==> config.mk <==
export PLATFORM = sky130hd
export DESIGN_NAME = xadc_temp_sampler
export DESIGN_NICKNAME = d
export VERILOG_FILES = /design/src/rtl/xadc_temp_sampler.sv
export SDC_FILE = /design/constraint.sdc
export NUM_CORES = 1
export LEC_CHECK = 0
export CAP_MARGIN = 30
export CORE_MARGIN = 3
export CORE_UTILIZATION = 35
export CTS_CLUSTER_DIAMETER = 80
export DETAILED_ROUTE_END_ITERATION = 16
export PLACE_DENSITY = 0.54
export RECOVER_POWER = 100
export SETUP_SLACK_MARGIN = 0.15
export SYNTH_ARGS = -nofsm -noshare
export SYNTH_HDL_FRONTEND = slang
export SYNTH_SLANG_ARGS = --single-unit
==> constraint.sdc <==
create_clock -name clk -period 9.7 [get_ports clk]
set_clock_uncertainty 0.2 [all_clocks]
set_input_delay 1.94 -clock clk [delete_from_list [all_inputs] [get_ports clk]]
set_output_delay 1.94 -clock clk [all_outputs]
set_load 0.02 [all_outputs]
==> images/density.png <==
(2 px per µm) 16 x 16 tiles, from dark blue (low) to red (high), 0 to 100% covered.
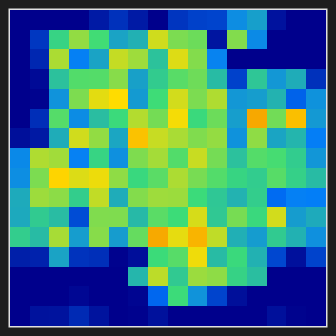
2.3% of the tiles are over 75% full. The fullest tile reaches 81%. The emptiest ninth of the die: bottom left. 20% of the tiles are nearly empty. The densest ninth of the die: middle. The mean over all tiles is 34%.
Final Util: 40.14%
Core Util at FP: 36.28%
Core Box Area: 22300 µm²

==> images/port_nets.png <==
(2 px per µm)
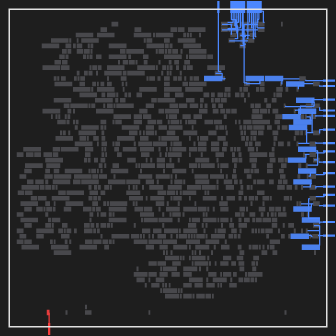
Key: `temp_x100` = blue [bits 32, direction output, edge 17 top, 15 right, end cells 17, buffers 32, wire 551 µm]; `drp_dwe` = red [bits 1, direction output, edge bottom, end cells 1, buffers 0, wire 6.30 µm]
Port-buffer cells: 50
IO Count: 63

==> results_slide.txt <==
Run Summary

Run status
  – Status: finished, violations left
  – Failing checks: capacitance limit, slew limit

Setup path
  – Crit path arrival time: around 7.2 ns
  – CP Cell Sequence: inv_1 -> ha_1 -> inv_1 -> fa_1 -> inv_1 -> fa_1 -> inv_1 -> fa_1 -> inv_1 -> fa_1 -> inv_1 -> ha_1 -> nand4_1 -> o22ai_1 -> nor3_1 -> o21ai_0 -> xor2_1 -> ha_1 -> a221oi_1 -> a211oi_1 -> o21ai_0 -> a211oi_1 -> or4_1 -> a41oi_1
  – Crit start category: flop
  – Crit path max-delay cell type: dfrtp_1
  – Buf/Inv on CP: 6
  – Slowest cell delay on critical path: between 0.5 and 0.6 ns
  – CP max FO: 8

STA
  – TNS Setup: 0 ns
  – Slew of the pin with the lowest slew margin: approximately 3.8 ns
  – Peak Freq: ~0.14 GHz
  – Final Worst Setup Slack: 2.577 ns
  – Endpoints failing hold: 0
  – Slew Viols, Final: ~70
  – Number of setup violations in the final report: 0

Final layout
  – Inverter count: ~140
  – Share of cells above drive strength 1: 6.285%
  – Top Layout Cells: 142 x inv_1, 104 x ha_1, 82 x dfrtp_1
  – Ant diodes: 0
  – Seq cells: between 80 and 90
  – Synth-to-Final Area Change: 10.64%
  – Clock buffers: 9
  – Non-clk buf share: under 10%
  – Non-Clock Buffer Count: ~53
  – Nets: between 1000 and 1500
  – Final Cell Area: approximately 9000 µm²
  – Non-filler instance count after layout: between 1000 and 1500

Yosys
  – Cells after Synth: 856
  – Chip Area, Yosys: about 8100 µm²
  – Asr flop ratio synth: 100.0%
  – Register share after synthesis: between 20% and 30%
  – Synth cell types: around 85
  – Top cells by area, synth: dfrtp_1 25%, ha_1 16%, fa_1 14%, inv_1 6.6%, xnor2_1 4.1%
  – Ys flop type: dfrtp_1
  – Area leader share: between 20% and 30%
  – Count of library flops with an enable pin: 0
  – Most frequent cell after synthesis: inv_1
  – Commonest cells in the netlist: 142 x inv_1, 104 x ha_1, 82 x dfrtp_1

Job
  – Max Cap Viol: 1

GRT
  – Global-route wire length before repair: roughly 28 mm
  – Total track usage: 13.70%
  – Vias in the first global route: roughly 5700
  – Pin count of the biggest net entering global routing: around 70

Route
  – DRT Pass-1 Iters: 6
  – Drt first-iter violations: about 180
  – DR WL met2: 7.402 mm
  – Detailed Route WL: 16.22 mm
  – Vias/cell: 4.823
  – Drt wl/cell: about 14 µm

Clocking
  – CTS tree: yes
  – Clock slew at reported path FFs: 0.07 ns
  – Clk_lat worst skew: 0.35 ns
  – Number of hold buffers added after cts: 0
  – Post-cts sizing count: 0
  – # H-tree levels: 3
  – Clk buf depth: 2

Place
  – Placed Cells: about 1200

Die
  – Std cell rows: 54
  – Die Span Y: between 150 and 200 µm
cells by family (layout without fill, tap and decap cells):
kind of cell	count (synthesis)	after routing	synth area share (%)
AND-OR/OR-AND	159	159	14.37
XOR/XNOR	55	55	5.955
adder cells (fa/ha/maj)	159	159	29.70
buffers and inverters	183	211	9.714
flip-flops	82	82	25.37
multiplexers	17	17	2.305
other	1	8	0.04636
AND/OR/NAND/NOR	200	200	12.54
per-layer routing:
| layer | global-route usage, % | up-vias |
|---|---|---|
| met5 | 0 | - |
| met4 | 4.138 | 0 |
| met3 | 2.269 | 18 |
| met2 | 22.39 | 60 |
| met1 | 18.72 | 2652 |
| li1 | - | 2918 |
